**config.mk**
```make
export PLATFORM = sky130hd
export DESIGN_NAME = syscall_engine_flat
export DESIGN_NICKNAME = d
export VERILOG_FILES = /design/src/rtl/syscall_engine_if.sv /design/src/rtl/syscall_engine.sv /design/src/flat_wrapper.sv
export SDC_FILE = /design/constraint.sdc
export NUM_CORES = 1
export LEC_CHECK = 0
export CORE_MARGIN = 2
export CORE_UTILIZATION = 25
export CTS_BUF_LIST = sky130_fd_sc_hd__clkbuf_16
export CTS_CLUSTER_DIAMETER = 40
export DETAILED_ROUTE_END_ITERATION = 10
export GPL_ROUTABILITY_DRIVEN = 0
export PLACE_DENSITY = 0.53
export SLEW_MARGIN = 20
export SYNTH_ARGS = -nofsm -noshare
export SYNTH_HDL_FRONTEND = slang
export SYNTH_SLANG_ARGS = --single-unit
```
**constraint.sdc**
```tcl
create_clock -name clk -period 7.1 [get_ports clk]
set_clock_uncertainty 0.05 [all_clocks]
set_input_delay 1.42 -clock clk [delete_from_list [all_inputs] [get_ports clk]]
set_output_delay 1.42 -clock clk [all_outputs]
set_load 0.02 [all_outputs]
```
**src/rtl/syscall_engine_if.sv**
```systemverilog
`default_nettype none
// +--------------------------------------------------------------------------+
// | syscall_engine_if : core-side bundle of the syscall service unit         |
// | Rev 1.0                                                                  |
// +--------------------------------------------------------------------------+
interface syscall_engine_if;
  logic        syscall;
  logic [31:0] v0_data;
  logic [31:0] a0_data;
  logic        stall;
  logic        rf_we;
  logic [31:0] rf_wdata;
  logic        mem_req;
  logic [31:0] mem_addr;
  logic [31:0] mem_rdata;
  logic        out_valid;
  logic [7:0]  out_data;
  logic        out_ready;
  logic [31:0] heap_ptr;
  logic        halted;
  logic        err_unsupported;

  // core / memory / console side
  modport master (
    output syscall, v0_data, a0_data, mem_rdata, out_ready,
    input  stall, rf_we, rf_wdata, mem_req, mem_addr, out_valid, out_data,
           heap_ptr, halted, err_unsupported
  );

  // engine side
  modport slave (
    input  syscall, v0_data, a0_data, mem_rdata, out_ready,
    output stall, rf_we, rf_wdata, mem_req, mem_addr, out_valid, out_data,
           heap_ptr, halted, err_unsupported
  );
endinterface
`default_nettype wire

```
**src/rtl/syscall_engine.sv**
```systemverilog
`default_nettype none
// +--------------------------------------------------------------------------+
// | syscall_engine : multi-cycle syscall service (print int/str, sbrk, exit) |
// | Option macro: SYSCALL_PRINT_INT_EN enables the hex print-integer service |
// | Rev 1.0                                                                  |
// +--------------------------------------------------------------------------+
module syscall_engine #(
  parameter logic [31:0] HEAP_BASE   = 32'h1000_0000,
  parameter logic [31:0] HEAP_BYTES  = 32'h0000_1000,
  parameter int          MAX_STR_LEN = 256
) (
  input  wire logic       clk,
  input  wire logic       reset,
  syscall_engine_if.slave bus
);
  localparam int                 c_CNT_W    = $clog2(MAX_STR_LEN + 1);
  localparam logic [c_CNT_W-1:0] c_LAST     = c_CNT_W'(MAX_STR_LEN - 1);
  localparam logic [33:0]        c_HEAP_END = {2'b00, HEAP_BASE} + {2'b00, HEAP_BYTES};

  typedef enum logic [3:0] {
    S_IDLE  = 4'd0,
    S_SREQ  = 4'd1,
    S_SWAIT = 4'd2,
    S_SEMIT = 4'd3,
    S_NL    = 4'd4,
    S_SBRK  = 4'd5,
    S_DONE  = 4'd6,
    S_HALT  = 4'd7
`ifdef SYSCALL_PRINT_INT_EN
    , S_PINT = 4'd8
`endif
  } state_t;

  state_t             r_state;
  logic [31:0]        r_arg;
  logic [29:0]        r_wptr;
  logic [1:0]         r_idx;
  logic [31:0]        r_word;
  logic [c_CNT_W-1:0] r_cnt;
  logic [31:0]        r_heap;
  logic               r_err;
`ifdef SYSCALL_PRINT_INT_EN
  logic [2:0]         r_nib;
  logic [3:0]         w_nib;
  logic [7:0]         w_hex;
`endif

  logic [7:0]  w_byte;
  logic        w_valid;
  logic [7:0]  w_data;
  logic [33:0] w_size;
  logic [33:0] w_sum;
  logic        w_fit;

  // Bytes are consumed big-endian: index 0 is the most significant byte.
  always_comb begin
    w_byte = 8'h00;
    case (r_idx)
      2'd0:    w_byte = r_word[31:24];
      2'd1:    w_byte = r_word[23:16];
      2'd2:    w_byte = r_word[15:8];
      default: w_byte = r_word[7:0];
    endcase
  end

`ifdef SYSCALL_PRINT_INT_EN
  always_comb begin
    w_nib = 4'h0;
    case (r_nib)
      3'd0:    w_nib = r_arg[31:28];
      3'd1:    w_nib = r_arg[27:24];
      3'd2:    w_nib = r_arg[23:20];
      3'd3:    w_nib = r_arg[19:16];
      3'd4:    w_nib = r_arg[15:12];
      3'd5:    w_nib = r_arg[11:8];
      3'd6:    w_nib = r_arg[7:4];
      default: w_nib = r_arg[3:0];
    endcase
    w_hex = (w_nib < 4'd10) ? (8'h30 + {4'h0, w_nib}) : (8'h57 + {4'h0, w_nib});
  end
`endif

  always_comb begin
    w_valid = 1'b0;
    w_data  = 8'h00;
    case (r_state)
      S_SEMIT: begin
        w_valid = (w_byte != 8'h00);
        w_data  = w_byte;
      end
      S_NL: begin
        w_valid = 1'b1;
        w_data  = 8'h0A;
      end
`ifdef SYSCALL_PRINT_INT_EN
      S_PINT: begin
        w_valid = 1'b1;
        w_data  = w_hex;
      end
`endif
      default: ;
    endcase
  end

  // Wide arithmetic so a huge a0 or a wrapping sum is rejected, never aliased.
  assign w_size = ({2'b00, r_arg} + 34'd3) & ~34'd3;
  assign w_sum  = {2'b00, r_heap} + w_size;
  assign w_fit  = (w_sum[33:32] == 2'b00) && (w_sum <= c_HEAP_END);

  assign bus.stall           = (r_state == S_IDLE && bus.syscall) ||
                               (r_state != S_IDLE && r_state != S_DONE);
  assign bus.rf_we           = (r_state == S_SBRK);
  assign bus.rf_wdata        = (r_state == S_SBRK) ? (w_fit ? r_heap : 32'hFFFF_FFFF) : 32'h0;
  assign bus.mem_req         = (r_state == S_SREQ);
  assign bus.mem_addr        = (r_state == S_SREQ) ? {r_wptr, 2'b00} : 32'h0;
  assign bus.out_valid       = w_valid;
  assign bus.out_data        = w_data;
  assign bus.heap_ptr        = r_heap;
  assign bus.halted          = (r_state == S_HALT);
  assign bus.err_unsupported = r_err;

  always_ff @(posedge clk) begin
    if (reset) begin
      r_state <= S_IDLE;
      r_arg   <= 32'h0;
      r_wptr  <= 30'h0;
      r_idx   <= 2'd0;
      r_word  <= 32'h0;
      r_cnt   <= '0;
      r_heap  <= HEAP_BASE;
      r_err   <= 1'b0;
`ifdef SYSCALL_PRINT_INT_EN
      r_nib   <= 3'd0;
`endif
    end else begin
      r_err <= 1'b0;
      case (r_state)
        S_IDLE: begin
          if (bus.syscall) begin
            r_arg <= bus.a0_data;
            case (bus.v0_data)
`ifdef SYSCALL_PRINT_INT_EN
              32'd1: begin
                r_nib   <= 3'd0;
                r_state <= S_PINT;
              end
`endif
              32'd4: begin
                r_wptr  <= bus.a0_data[31:2];
                r_idx   <= bus.a0_data[1:0];
                r_cnt   <= '0;
                r_state <= S_SREQ;
              end
              32'd9:   r_state <= S_SBRK;
              32'd10:  r_state <= S_HALT;
              default: begin
                r_err   <= 1'b1;
                r_state <= S_DONE;
              end
            endcase
          end
        end
`ifdef SYSCALL_PRINT_INT_EN
        S_PINT: begin
          if (bus.out_ready) begin
            r_nib <= r_nib + 3'd1;
            if (r_nib == 3'd7) r_state <= S_NL;
          end
        end
`endif
        S_SREQ:  r_state <= S_SWAIT;
        S_SWAIT: begin
          r_word  <= bus.mem_rdata;
          r_state <= S_SEMIT;
        end
        S_SEMIT: begin
          if (w_byte == 8'h00) begin
            r_state <= S_NL;
          end else if (bus.out_ready) begin
            r_cnt <= r_cnt + 1'b1;
            // The length cap wins over fetching the next word.
            if (r_cnt == c_LAST) begin
              r_state <= S_NL;
            end else if (r_idx == 2'd3) begin
              r_wptr  <= r_wptr + 30'd1;
              r_idx   <= 2'd0;
              r_state <= S_SREQ;
            end else begin
              r_idx <= r_idx + 2'd1;
            end
          end
        end
        S_NL: if (bus.out_ready) r_state <= S_DONE;
        S_SBRK: begin
          if (w_fit) r_heap <= w_sum[31:0];
          r_state <= S_DONE;
        end
        S_DONE:  r_state <= S_IDLE;
        S_HALT:  r_state <= S_HALT;
        default: r_state <= S_IDLE;
      endcase
    end
  end
endmodule
`default_nettype wire

```
**src/flat_wrapper.sv**
```systemverilog
// flat-port wrapper written by rule: the top's interface ports become plain ports
module syscall_engine_flat 
#(
  parameter logic [31:0] HEAP_BASE   = 32'h1000_0000,
  parameter logic [31:0] HEAP_BYTES  = 32'h0000_1000,
  parameter int          MAX_STR_LEN = 256
)
  (clk, reset, bus_syscall, bus_v0_data, bus_a0_data, bus_mem_rdata, bus_out_ready, bus_stall, bus_rf_we, bus_rf_wdata, bus_mem_req, bus_mem_addr, bus_out_valid, bus_out_data, bus_heap_ptr, bus_halted, bus_err_unsupported);
  syscall_engine_if bus_i ();
  input  wire logic clk;
  input  wire logic reset;
  input wire logic [$bits(bus_i.syscall)-1:0] bus_syscall;
  input wire logic [$bits(bus_i.v0_data)-1:0] bus_v0_data;
  input wire logic [$bits(bus_i.a0_data)-1:0] bus_a0_data;
  input wire logic [$bits(bus_i.mem_rdata)-1:0] bus_mem_rdata;
  input wire logic [$bits(bus_i.out_ready)-1:0] bus_out_ready;
  output wire logic [$bits(bus_i.stall)-1:0] bus_stall;
  output wire logic [$bits(bus_i.rf_we)-1:0] bus_rf_we;
  output wire logic [$bits(bus_i.rf_wdata)-1:0] bus_rf_wdata;
  output wire logic [$bits(bus_i.mem_req)-1:0] bus_mem_req;
  output wire logic [$bits(bus_i.mem_addr)-1:0] bus_mem_addr;
  output wire logic [$bits(bus_i.out_valid)-1:0] bus_out_valid;
  output wire logic [$bits(bus_i.out_data)-1:0] bus_out_data;
  output wire logic [$bits(bus_i.heap_ptr)-1:0] bus_heap_ptr;
  output wire logic [$bits(bus_i.halted)-1:0] bus_halted;
  output wire logic [$bits(bus_i.err_unsupported)-1:0] bus_err_unsupported;
  assign bus_i.syscall = bus_syscall;
  assign bus_i.v0_data = bus_v0_data;
  assign bus_i.a0_data = bus_a0_data;
  assign bus_i.mem_rdata = bus_mem_rdata;
  assign bus_i.out_ready = bus_out_ready;
  assign bus_stall = bus_i.stall;
  assign bus_rf_we = bus_i.rf_we;
  assign bus_rf_wdata = bus_i.rf_wdata;
  assign bus_mem_req = bus_i.mem_req;
  assign bus_mem_addr = bus_i.mem_addr;
  assign bus_out_valid = bus_i.out_valid;
  assign bus_out_data = bus_i.out_data;
  assign bus_heap_ptr = bus_i.heap_ptr;
  assign bus_halted = bus_i.halted;
  assign bus_err_unsupported = bus_i.err_unsupported;
  syscall_engine #(.HEAP_BASE(HEAP_BASE), .HEAP_BYTES(HEAP_BYTES), .MAX_STR_LEN(MAX_STR_LEN)) u_core (.clk(clk), .reset(reset), .bus(bus_i));
endmodule
```
Metal 1:
Scale bar: 50 microns. Supply wires on this layer in grey.
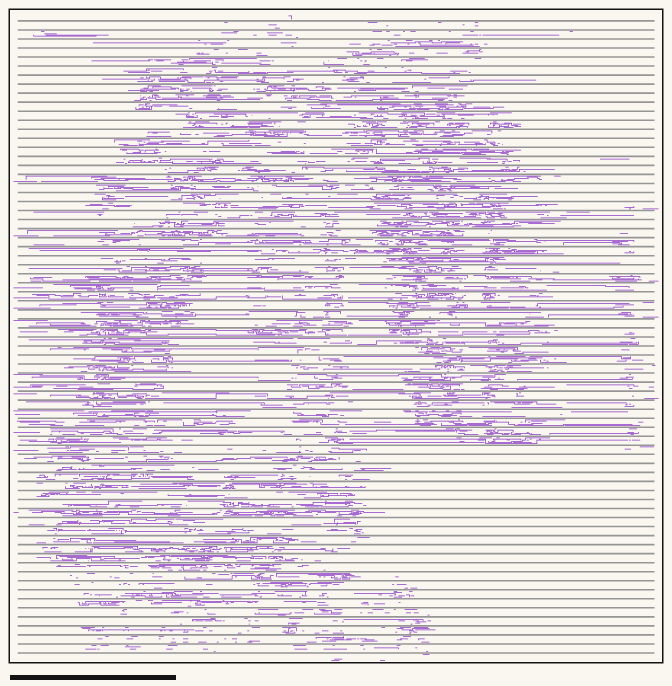
nets with wire on the layer	1410
main direction	horizontal
wire length on this layer	14700 microns

==> impl_metrics.toml <==
# flow metrics
[outcome]
status = "finished clean"

[route]
wl_microns = 29600
vias = 9341
dr.pass1.iters = 5
wl_per_cell_microns = 15.8
drc = 0
routed_via_density = 4.97
drtAntennaViolNets = 0
drtIter0Drc = 589

[sta]
setup_viol = 0
period_minus_slack_ns = 6.73
finalHoldViolCount = 0
rsz0062_at_grt = "no"
worst_pin_slew_ns = 0.725
fin_ws_ns = 0.372
period_used_share = 0.948
max_clock_freq_mhz = 149
tns_ns = 0
hold_slack_ns = 0.403
slew_headroom = 0.517
maxSlewViolCount = 0

[yosys]
synthesis.area_sq_um = 9260
yosys_warnings = 0
most_common_cell = "nand2_1"
yosys.area.top_type = "dfxtp_1"
ys.flops = 139
synthFlopType = "dfxtp_1"
edf_count = 0
ys_chip_area_sq_um = 9260
synthTopCellsByCount = "nand2_1, dfxtp_1, a21oi_1"
synthDistinctLibCells = 69
syn_avg_cell_area_sq_um = 7.51
synth_seq_share = 0.301
yosys-top-cells-area = "dfxtp_1, nand2_1, a21oi_1"
async_reset_ff_frac = 0
synthCells = 1232
top_area_frac = 0.301
yosys_cells = 1232

[global_route]
grt_first_pass_wirelength_microns = 47200
gr-usage-all-layers = 0.153
grt_pass1_vias = 8691
antenna_found_initial = 1
grt_max_degree = 75
overflow = 0

[flow_run]
tool_warnings = 30
drv_cap = 0

[cells_and_area]
final_common_cell = "nand2_1"
layout_top_cells = "nand2_1, clkdlybuf4s50_1, dfxtp_1, a21oi_1, nor2_1"
final_layout_size_suffix_gt1_frac = 0.0688
layout.nets = 1536
fill_cells = 3837
finish.utilization = 0.340
area_growth_pct = 34.2

[power]
totalPowerFinal_mw = 3.31
p_int_mw = 1.90
pg_comb_mw = 1.31
clkPwrFrac = 0.276
p_sw_mw = 1.41
vdd_drop_max_v = 0.000161
sequentialPower_mw = 1.08
p_sw_frac = 0.426
p_leak_nw = 4.75
power_density_nw_per_um2 = 266
maxPowerGroup = "combinational cells"
p_seq_frac = 0.328
pwr-share-comb = 0.396
p_clk_mw = 0.913

[floorplanning]
core_sq_um = 36500
rows = 70
die_area_sq_um = 38600
fp-utilization = 0.253
die_w_microns = 196
ios = 210
die_h_microns = 196

[setup_path]
slowest_stage = "a2111o_1"
end_kind = "primary output"
critPathArrivalTime_ns = 5.26
worstPathMaxFanout = 31
crit_chain = "o2111ai_4, nor4_4, and2_4, nand2_1, nor3_2, buf_4, nand2_1, xnor2_1, ha_2, nand2_1, o21ai_1, a21oi_2, o21ai_2, a2111o_1, a31o_1, a2111o_1, a2111oi_2, nand2b_1, buf_8, o21a_1, dlygate4sd2_1"
required_ns = 5.63
r2r_cells = 19
critical_path.max_stage_delay_ns = 0.44
crit_family = "AND-OR/OR-AND gates"
cpMostUsedCell = "nand2_1"
path_class = "reg -> out"
crit_start = "u_core.r_arg[0]"
reg2reg_slack_ns = 1.86
worst_r2r_endpoint = "u_core.bus.heap_ptr[27]"
path_buffers = 3
start_kind = "register"
r2r-start = "u_core.r_arg[0]"

[placement]
dpl_worst_slack_ns = 0.0509
port_buffers = 205
hpwlAfterDp_microns = 22400

[cts]
cts_resized = 38
cts_tree = "yes"
insertion_delay_ns = 0.44
cts_setup_buffers = 1
clock-sinks = 139
cts.hold.buffers_added = 0
cts_made_buffers = 17
cts_root_buf = "clkbuf_16"
clkTransAtPathRegs_ns = 0.07
clk_path_buf_depth = 2
htree_levels = 4

[worst_hold_path]
hold_path.class = "reg -> reg"
whs_endpoint = "u_core.r_arg[8]"
min_from = "u_core.r_arg[8]"
holdPathStages = 2
Signal wires on met2:
Cells faint in the background.
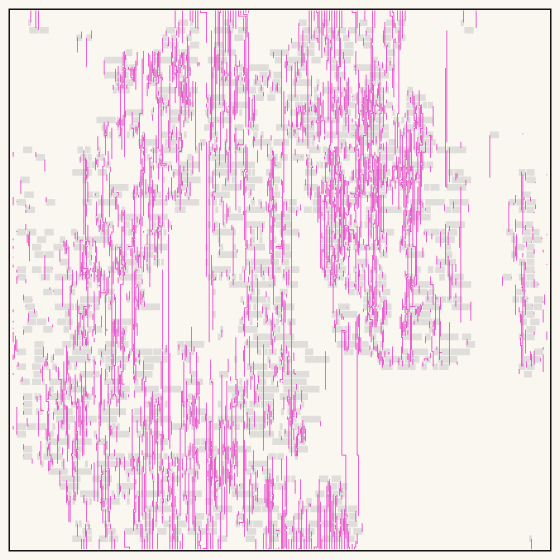
main direction	vertical
share of all routed wire	43%
longest straight run	142 microns
nets with wire on the layer	1235

-- registers in the layout, indices dropped and copies added, names as in the netlist --
signal,count
u_core.r_state,3
u_core.r_cnt,9
u_core.r_wptr,30
u_core.r_arg,32
u_core.bus.err_unsupported,1
u_core.bus.heap_ptr,30
u_core.r_idx,2
u_core.r_word,32
-- layer usage --
layer	track usage	routed length, microns
met5	0	0
met4	0.0432	537
met3	0.0301	1530
met2	0.231	12800
met1	0.220	14700
-- through the flow --
step	area (sq um)	instances
floorplan	9270	1235
global placement	11700	1843
detailed placement	11700	1843
CTS	12300	1876
global route	12400	1879
finish	12400	1879
-- layout make-up --
| class | instances | area (sq um) | area share |
|---|---|---|---|
| antenna | 1 | 2.50 | 0.000201 |
| clock buffer | 17 | 425 | 0.0342 |
| clock inverter | 15 | 174 | 0.0140 |
| inverter | 17 | 63.8 | 0.00514 |
| multi-input combinational | 996 | 6210 | 0.500 |
| sequential | 139 | 2790 | 0.225 |
| tap | 468 | 586 | 0.0471 |
| timing repair buffer | 226 | 2170 | 0.175 |
-- logic make-up after synthesis --
family                     Yosys count  synth area share
AOI/OAI and AO/OA                  356             0.256
xor gates and xnor gates            57            0.0539
adders and majority gates           39            0.0535
buffers and inverters              100            0.0462
DFF                                139             0.301
muxes                               21            0.0230
other                                1          0.000405
and+or+nand+nor                    519             0.267
-- worst max path at each step --
stage,endpoint,slack (ns),depth (start not counted)
finish,bus_rf_wdata[30],0.37,21
global route,bus_rf_wdata[1],0.003,21
CTS,bus_rf_wdata[30],0.14,20
detailed placement,bus_rf_wdata[1],0.05,20
global placement,bus_rf_wdata[1],0.08,20
floorplan,bus_rf_wdata[10],0.49,20
Power figures rest on the tool's default switching activity, not on a simulated workload.
